## src/rtl/clk_gen_ctrl_pkg.sv

```systemverilog
// Shared types, default configuration and the config validity rule for clk_gen_ctrl.
// Optional feature macro used by the top: CLK_GEN_CTRL_PERIOD_CNT_EN.
package clk_gen_ctrl_pkg;

  localparam int unsigned CFG_CNT_W          = 16;
  localparam int unsigned CLK_GEN_DEF_PERIOD = 4;
  localparam int unsigned CLK_GEN_DEF_HIGH   = 2;
  localparam int unsigned CLK_GEN_DEF_PHASE  = 0;

  typedef enum logic [1:0] {
    IDLE  = 2'd0,
    PHASE = 2'd1,
    HIGH  = 2'd2,
    LOW   = 2'd3
  } clk_gen_state_e;

  typedef struct packed {
    logic [CFG_CNT_W-1:0] period;
    logic [CFG_CNT_W-1:0] high;
    logic [CFG_CNT_W-1:0] phase;
  } clk_gen_cfg_t;

  // A config must leave at least one high and one low cycle per period.
  function automatic logic cfg_is_valid(input clk_gen_cfg_t c);
    return (c.period >= CFG_CNT_W'(2)) &&
           (c.high != '0) &&
           (c.high < c.period) &&
           (c.phase < c.period);
  endfunction

endpackage

```

## src/rtl/clk_gen_ctrl_cfg.sv

```systemverilog
// Config intake: validity check, single-entry pending slot, cfg_ready/cfg_err generation.
// The pending slot is released by the apply strobe from the sequencer.
module clk_gen_ctrl_cfg
  import clk_gen_ctrl_pkg::*;
#(
  parameter int unsigned CNT_W = CFG_CNT_W
) (
  input  logic             clk,
  input  logic             rst_n,
  input  logic             cfg_valid,
  input  logic [CNT_W-1:0] cfg_period,
  input  logic [CNT_W-1:0] cfg_high,
  input  logic [CNT_W-1:0] cfg_phase,
  input  logic             apply,
  output logic             cfg_ready,
  output logic             cfg_err,
  output logic             pend_valid,
  output logic [CNT_W-1:0] pend_period,
  output logic [CNT_W-1:0] pend_high,
  output logic [CNT_W-1:0] pend_phase
);

  clk_gen_cfg_t pend_q, pend_d;
  clk_gen_cfg_t offer_c;
  logic         pend_valid_q, pend_valid_d;
  logic         cfg_ready_q, cfg_ready_d;
  logic         cfg_err_q, cfg_err_d;
  logic         accept_c;

  always_comb begin
    offer_c.period = CFG_CNT_W'(cfg_period);
    offer_c.high   = CFG_CNT_W'(cfg_high);
    offer_c.phase  = CFG_CNT_W'(cfg_phase);
    pend_d         = pend_q;
    pend_valid_d   = pend_valid_q;
    cfg_err_d      = 1'b0;
    accept_c       = cfg_valid && cfg_ready_q;

    // Apply and accept are exclusive: apply needs a full slot, accept an empty one.
    if (apply) begin
      pend_valid_d = 1'b0;
    end
    if (accept_c) begin
      if (cfg_is_valid(offer_c)) begin
        pend_d       = offer_c;
        pend_valid_d = 1'b1;
      end else begin
        cfg_err_d = 1'b1;
      end
    end
    cfg_ready_d = !pend_valid_d;
  end

  always_ff @(posedge clk or negedge rst_n) begin
    if (!rst_n) begin
      pend_q       <= '0;
      pend_valid_q <= 1'b0;
      cfg_ready_q  <= 1'b1;
      cfg_err_q    <= 1'b0;
    end else begin
      pend_q       <= pend_d;
      pend_valid_q <= pend_valid_d;
      cfg_ready_q  <= cfg_ready_d;
      cfg_err_q    <= cfg_err_d;
    end
  end

  assign cfg_ready   = cfg_ready_q;
  assign cfg_err     = cfg_err_q;
  assign pend_valid  = pend_valid_q;
  assign pend_period = CNT_W'(pend_q.period);
  assign pend_high   = CNT_W'(pend_q.high);
  assign pend_phase  = CNT_W'(pend_q.phase);

endmodule

```

## src/rtl/clk_gen_ctrl.sv

```systemverilog
// Glitch-free programmable clock-enable sequencer; configs take effect only on period boundaries.
// Define CLK_GEN_CTRL_PERIOD_CNT_EN to add the 32-bit period_cnt output.
module clk_gen_ctrl
  import clk_gen_ctrl_pkg::*;
#(
  parameter int unsigned CNT_W      = CFG_CNT_W,
  parameter int unsigned DEF_PERIOD = CLK_GEN_DEF_PERIOD,
  parameter int unsigned DEF_HIGH   = CLK_GEN_DEF_HIGH,
  parameter int unsigned DEF_PHASE  = CLK_GEN_DEF_PHASE
) (
  input  logic             clk,
  input  logic             rst_n,
  input  logic             enable,
  input  logic             cfg_valid,
  output logic             cfg_ready,
  input  logic [CNT_W-1:0] cfg_period,
  input  logic [CNT_W-1:0] cfg_high,
  input  logic [CNT_W-1:0] cfg_phase,
  output logic             cfg_err,
  output logic             clk_out,
  output logic             running,
  output logic             period_tick
`ifdef CLK_GEN_CTRL_PERIOD_CNT_EN
  ,
  output logic [31:0]      period_cnt
`endif
);

  clk_gen_state_e   state_q, state_d;
  logic [CNT_W-1:0] cnt_q, cnt_d;
  logic [CNT_W-1:0] act_period_q, act_period_d;
  logic [CNT_W-1:0] act_high_q, act_high_d;
  logic [CNT_W-1:0] act_phase_q, act_phase_d;
  logic             clk_out_q, clk_out_d;
  logic             running_q, running_d;
  logic             period_tick_q, period_tick_d;

  logic             pend_valid;
  logic [CNT_W-1:0] pend_period, pend_high, pend_phase;
  logic             apply_c;
  logic [CNT_W-1:0] eff_period, eff_high, eff_phase;

  clk_gen_ctrl_cfg #(
    .CNT_W (CNT_W)
  ) u_cfg (
    .clk         (clk),
    .rst_n       (rst_n),
    .cfg_valid   (cfg_valid),
    .cfg_period  (cfg_period),
    .cfg_high    (cfg_high),
    .cfg_phase   (cfg_phase),
    .apply       (apply_c),
    .cfg_ready   (cfg_ready),
    .cfg_err     (cfg_err),
    .pend_valid  (pend_valid),
    .pend_period (pend_period),
    .pend_high   (pend_high),
    .pend_phase  (pend_phase)
  );

  always_comb begin
    // Pending config is taken while idle or on the LOW->HIGH boundary edge only.
    apply_c = pend_valid &&
              ((state_q == IDLE) ||
               ((state_q == LOW) && (cnt_q == '0) && enable));
    eff_period = apply_c ? pend_period : act_period_q;
    eff_high   = apply_c ? pend_high   : act_high_q;
    eff_phase  = apply_c ? pend_phase  : act_phase_q;

    state_d      = state_q;
    cnt_d        = cnt_q;
    act_period_d = eff_period;
    act_high_d   = eff_high;
    act_phase_d  = eff_phase;

    case (state_q)
      IDLE: begin
        if (enable) begin
          if (eff_phase != '0) begin
            state_d = PHASE;
            cnt_d   = eff_phase - CNT_W'(1);
          end else begin
            state_d = HIGH;
            cnt_d   = eff_high - CNT_W'(1);
          end
        end
      end
      PHASE: begin
        if (!enable) begin
          state_d = IDLE;
          cnt_d   = '0;
        end else if (cnt_q == '0) begin
          state_d = HIGH;
          cnt_d   = eff_high - CNT_W'(1);
        end else begin
          cnt_d = cnt_q - CNT_W'(1);
        end
      end
      HIGH: begin
        if (cnt_q == '0) begin
          state_d = LOW;
          cnt_d   = eff_period - eff_high - CNT_W'(1);
        end else begin
          cnt_d = cnt_q - CNT_W'(1);
        end
      end
      LOW: begin
        if (cnt_q == '0) begin
          if (enable) begin
            state_d = HIGH;
            cnt_d   = eff_high - CNT_W'(1);
          end else begin
            state_d = IDLE;
            cnt_d   = '0;
          end
        end else begin
          cnt_d = cnt_q - CNT_W'(1);
        end
      end
      default: begin
        state_d = IDLE;
        cnt_d   = '0;
      end
    endcase

    clk_out_d     = (state_d == HIGH);
    running_d     = (state_d != IDLE);
    period_tick_d = (state_d == LOW) && (cnt_d == '0);
  end

`ifdef CLK_GEN_CTRL_PERIOD_CNT_EN
  logic [31:0] period_cnt_q, period_cnt_d;

  always_comb begin
    period_cnt_d = period_tick_q ? (period_cnt_q + 32'd1) : period_cnt_q;
  end

  always_ff @(posedge clk or negedge rst_n) begin
    if (!rst_n) begin
      period_cnt_q <= '0;
    end else begin
      period_cnt_q <= period_cnt_d;
    end
  end

  assign period_cnt = period_cnt_q;
`endif

  always_ff @(posedge clk or negedge rst_n) begin
    if (!rst_n) begin
      state_q       <= IDLE;
      cnt_q         <= '0;
      act_period_q  <= CNT_W'(DEF_PERIOD);
      act_high_q    <= CNT_W'(DEF_HIGH);
      act_phase_q   <= CNT_W'(DEF_PHASE);
      clk_out_q     <= 1'b0;
      running_q     <= 1'b0;
      period_tick_q <= 1'b0;
    end else begin
      state_q       <= state_d;
      cnt_q         <= cnt_d;
      act_period_q  <= act_period_d;
      act_high_q    <= act_high_d;
      act_phase_q   <= act_phase_d;
      clk_out_q     <= clk_out_d;
      running_q     <= running_d;
      period_tick_q <= period_tick_d;
    end
  end

  assign clk_out     = clk_out_q;
  assign running     = running_q;
  assign period_tick = period_tick_q;

endmodule

```

## config.mk

```make
export PLATFORM = sky130hd
export DESIGN_NAME = clk_gen_ctrl
export DESIGN_NICKNAME = d
export VERILOG_FILES = /design/src/rtl/clk_gen_ctrl_pkg.sv /design/src/rtl/clk_gen_ctrl_cfg.sv /design/src/rtl/clk_gen_ctrl.sv
export SDC_FILE = /design/constraint.sdc
export NUM_CORES = 1
export LEC_CHECK = 0
export CAP_MARGIN = 5
export CORE_MARGIN = 10
export CORE_UTILIZATION = 50
export DETAILED_ROUTE_END_ITERATION = 10
export PLACE_DENSITY_LB_ADDON = 0.08
export SLEW_MARGIN = 15
export SYNTH_ARGS = -nofsm -noshare
export SYNTH_HDL_FRONTEND = slang
export SYNTH_SLANG_ARGS = --single-unit
```

## constraint.sdc

```tcl
create_clock -name clk -period 7.1 [get_ports clk]
set_clock_uncertainty 0.2 [all_clocks]
set_input_delay 1.42 -clock clk [delete_from_list [all_inputs] [get_ports clk]]
set_output_delay 1.42 -clock clk [all_outputs]
set_load 0.02 [all_outputs]
```

==> run summary, run 1 <==
status: finished clean
hold depth: 2
vias per inst: 6.00
Syn Nets: 1101
Net Switching: 1.99 mW
Chip Area: 23100 sq um
first-pass GRT wire length: 42000 microns
leading power group: combinational logic
antenna violations before repair: 0
count of library flops with an enable pin: 0
Seq group: 1.29 mW
# fillers: 1589
post-CTS sizing: 0
Synth area leader: dfrtp_1
Top Layout Cells: nand2_1, dfrtp_1, nor2_1
Setup crit end kind: flop
Max VDD drop: 0.209 mV
sw frac: 0.450
post-synth cell types: 75
fin crit share: 0.906
largest net degree at the start of global routing: 72
grt total ovfl: 0
Synth top area share: 0.336
Main synth FF type: dfrtp_1
H-tree levels: 4
Tightest Pin Transition: 0.983 ns
leak pwr: 4.49 nW
final-stage net count: 1146
worst endpoint required time: 7.23 ns
die height: 152 microns
Late-Pin Clk Latency: 0.43 ns
clock tree buffer depth: 2
Seq pwr share: 0.292
Final Slew Violations: 0
standard-cell rows: 48
warnings from Yosys: 0
port bufs: 56
Seq share, synth: 0.345
hpwl dp: 19900 microns
most used logic cell in the final layout: nand2_1
share of cells above drive strength 1: 0.120
Die X: 152 microns
async set-reset flop share out of synthesis: 1.00
CP Class: in2reg
RSZ-0062 raised after global routing: false
clk root buf: clkbuf_16
cell mode on critical path: or4_1
vias in the first global route: 7586
GR Util met3: 0.0533
grt met1 use: 0.316
post-route cell area: 10100 sq um
met2 Use GR: 0.329
worst r2r src: cnt_q[0]$_DFF_PN0_
count of tool warnings: 27
yosys stat cell total: 1006
Clock power frac: 0.199
cell area after synthesis: 8720 sq um
delay of the slowest critical-path stage: 0.53 ns
Worst R2R End: period_tick$_DFF_PN0_
worst slack, placed: 0.319 ns
Final ANT Viol Nets: 0
clock tree from TritonCTS: built
routed via count: 7736
GPL Wtd Cong: 0.924
reg2reg setup slack: 0.80 ns
max layer used: met4
Internal Power: 2.44 mW
WP buf/inv: 1
run 1: cell type report:
class                      instances  area share
clock buffer                      18      0.0425
clock inverter                    14      0.0160
inverter                          45      0.0167
multi-input combinational        797       0.532
sequential                       120       0.298
tap                              225      0.0279
timing repair buffer              70      0.0669
run 1: cell families (layout without fill, tap and decap cells):
kind of cell               after synthesis  in the layout  synth area share
and+or+nand+nor                        403            403             0.223
AOI/OAI and AO/OA                      204            204             0.159
DFF                                    120            120             0.345
buffers and inverters                   89            147            0.0424
muxes                                   88             88             0.109
xor gates and xnor gates                54             54            0.0542
adders and majority gates               48             48            0.0674
run 1: stage by stage:
step	cells	power [mW]
floorplan	1006	2.80
global placement	1257	3.50
detailed placement	1257	3.50
CTS	1289	4.39
global route	1289	4.75
finish	1289	4.43
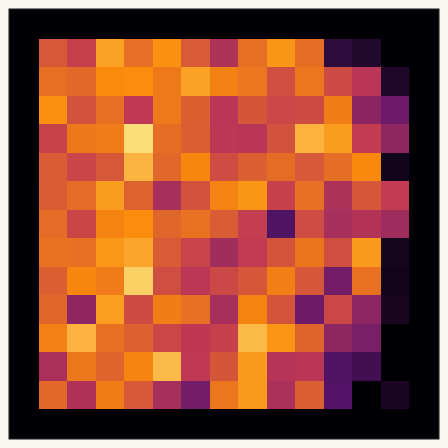
Fig. 1. Placement density heat map (run 1).
15 x 15 tiles, from black (low) to pale yellow (high), 0 to 100% covered.
nearly empty tiles	27%
mean over tiles	42%
fullest tile	93%

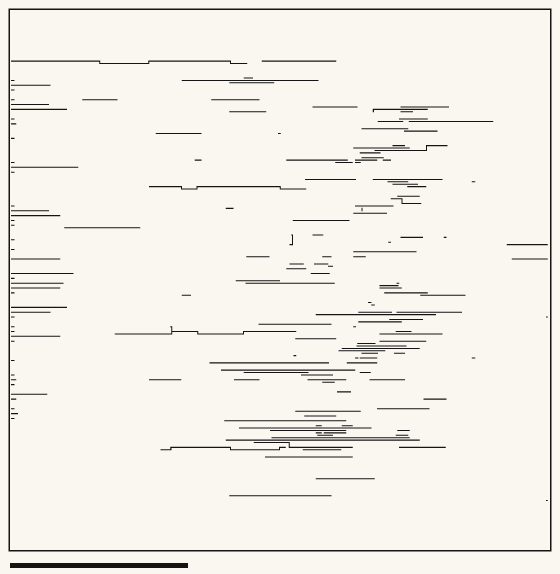
Fig. 2. Signal wires on met3 (run 1).
Bar = 50 microns.
main direction	horizontal
share of all routed wire	6.7%
longest straight run	54.3 microns
wire length on this layer	1750 microns
nets with wire on the layer	131

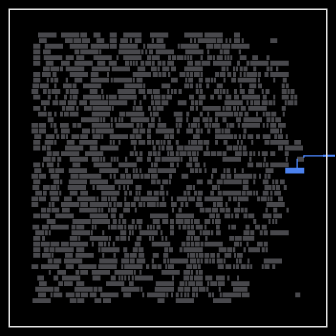
Fig. 3. I/O nets highlighted (run 1).
colour	port	bits	direction	end cells	buffers	wire
blue	clk_out	1	output	1	1	18.7 microns

Fig. 4: run 1, selected gate families
Bar = 50 microns.
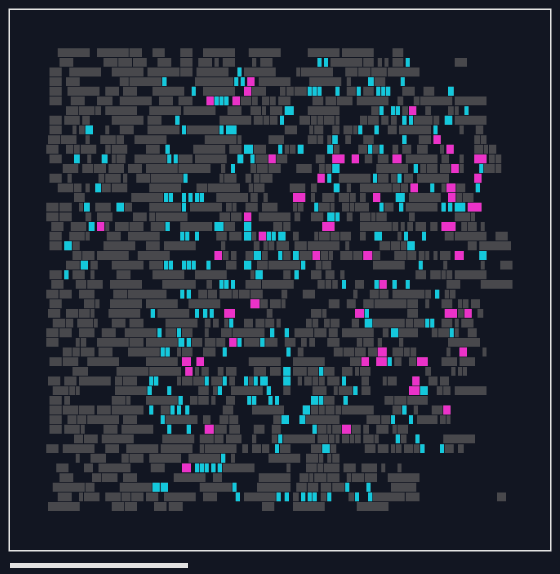

## Run 2: what changed since run 1
- ABC_CLOCK_PERIOD_IN_PS: default -> 7100
- CORE_UTILIZATION: 50 -> 25
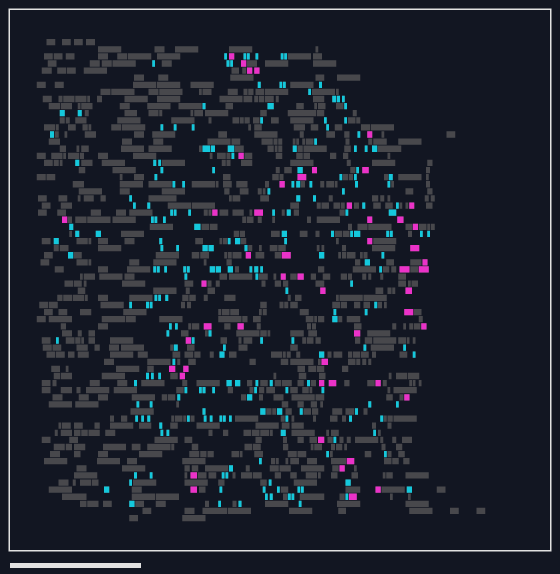
Fig. 5. Selected gate families (run 2).
Bar = 50 microns.
colour	family	cells
cyan	nand cells	217
magenta	and/or cells	51

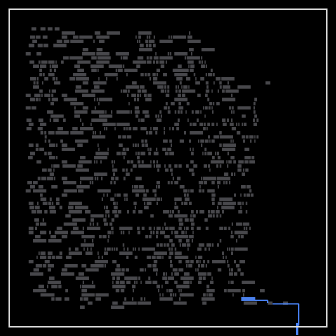
Fig. 6. I/O nets highlighted (run 2).
colour	port	bits	direction	end cells	buffers	wire
blue	clk_out	1	output	1	1	42.0 microns

==> run 2 against run 1 <==
Die size is 85% higher. Design area is 3.3% higher. Global-route usage is 7.2 points lower. Clock power is 2% higher. Power is 2.2% higher.
==> run summary, run 2 <==
status: finished clean (unchanged)
Setup crit end kind: flop (unchanged)
Late-Pin Clk Latency: 0.43 ns (about the same)
fin crit share: 0.918 (was 0.906)
Internal Power: 2.47 mW (was 2.44 mW)
Finished Layout Cells: 1526 (was 1289)
setup TNS: 0 ns (unchanged)
placed cell area: 9840 sq um (was 9510 sq um)
post-route cell area: 10400 sq um (was 10100 sq um)
Seq share, synth: 0.345 (unchanged)
max layer used: met4 (unchanged)
XORs/XNORs by Area: 0.0542 (unchanged)
total power: 4.53 mW (was 4.43 mW)
most used logic cell in the final layout: nand2_1 (unchanged)
Ports: 57 (unchanged)
first-pass GRT wire length: 48900 microns (was 42000 microns)
Tightest Pin Transition: 0.896 ns (was 0.983 ns)
vias in the first global route: 7816 (was 7586)
standard-cell rows: 68 (was 48)
reg2reg setup slack: 0.60 ns (was 0.80 ns)
share of cells above drive strength 1: 0.125 (was 0.120)
warnings from Yosys: 0 (unchanged)
YS chip area: 8720 sq um (unchanged)
H-tree levels: 4 (unchanged)
mux share: 0.109 (unchanged)
Clock power frac: 0.198 (was 0.199)
leak pwr: 4.52 nW (was 4.49 nW)
Adder Area Share: 0.0674 (unchanged)
Top Layout Cells: nand2_1, dfrtp_1, nor2_1 (unchanged)
CP Class: in2reg (unchanged)
Net Switching: 2.06 mW (was 1.99 mW)
Die X: 207 microns (was 152 microns)
grt met1 use: 0.206 (was 0.316)
clk root buf: clkbuf_16 (unchanged)
async set-reset flop share out of synthesis: 1.00 (unchanged)
yosys stat cell total: 1006 (unchanged)
Dominant combinational family: simple AND/OR/NAND/NOR gates (unchanged)
delay of the slowest critical-path stage: 0.55 ns (was 0.53 ns)
worst endpoint required time: 7.23 ns (about the same)
count of tool warnings: 27 (unchanged)
Worst R2R End: period_tick$_DFF_PN0_ (unchanged)
RSZ-0062 raised after global routing: false (unchanged)
# fillers: 3692 (was 1589)
yosys aoi share: 0.159 (unchanged)
cell mode on critical path: or4_1 (unchanged)
grt total ovfl: 0 (unchanged)
routed via count: 7549 (was 7736)
Routed WL: 31500 microns (was 26000 microns)
Final Slew Violations: 0 (unchanged)
cell area after synthesis: 8720 sq um (unchanged)
placed cell count: 1494 (was 1257)
leading power group: combinational logic (unchanged)
Main synth FF type: dfrtp_1 (unchanged)
count of library flops with an enable pin: 0 (unchanged)
Synth area leader: dfrtp_1 (unchanged)
cts hold-fix bufs: 0 (unchanged)
Max VDD drop: 0.157 mV (was 0.209 mV)
WP buf/inv: 1 (unchanged)
Syn Nets: 1101 (unchanged)
clock tree buffer depth: 2 (unchanged)
simple share: 0.223 (unchanged)
post-synth cell types: 75 (unchanged)
Chip Area: 42800 sq um (was 23100 sq um)
Final ANT Viol Nets: 0 (unchanged)
worst r2r src: cnt_q[0]$_DFF_PN0_ (unchanged)
vias per inst: 4.95 (was 6.00)
largest net degree at the start of global routing: 67 (was 72)
GPL Wtd Cong: 0.861 (was 0.924)
Synth top area share: 0.336 (unchanged)
worst slack, placed: 0.208 ns (was 0.319 ns)
sw frac: 0.454 (was 0.450)
Worst Hold Path EP: act_period_q[0]$_DFF_PN0_ (was act_period_q[5]$_DFF_PN0_)
hpwl dp: 25100 microns (was 19900 microns)
GR Util met3: 0.0265 (was 0.0533)
post-CTS sizing: 0 (unchanged)
port bufs: 56 (unchanged)
antenna violations before repair: 0 (unchanged)
hold depth: 2 (unchanged)
clock tree from TritonCTS: built (unchanged)
Seq group: 1.31 mW (was 1.29 mW)
die height: 207 microns (was 152 microns)
Seq pwr share: 0.289 (was 0.292)
met2 Use GR: 0.241 (was 0.329)
## run 2: netlist changes by cell type in the layout (fill, tap and decap cells not counted), sizes merged
cell and delta:
buf +7, clkbuf +4, clkinvlp +3, inv -7
## run 2: layout make-up
class / count / area [sq um] / area share
Clock inverter: 10 / 120 / 0.0115
Clock buffer: 22 / 474 / 0.0455
Timing Repair Buffer: 77 / 719 / 0.0690
Multi-Input combinational cell: 797 / 5370 / 0.515
Inverter: 45 / 169 / 0.0162
Tap cell: 455 / 569 / 0.0546
Sequential cell: 120 / 3010 / 0.288
## run 2: kinds of logic (layout without fill, tap and decap cells)
logic type / after synthesis / in the layout
simple gates: 403 / 403
flops: 120 / 120
compound gates: 204 / 204
fa+ha+maj: 48 / 48
buf+inv: 89 / 154
mux: 88 / 88
xor+xnor: 54 / 54
Power and IR drop assume default switching activity.
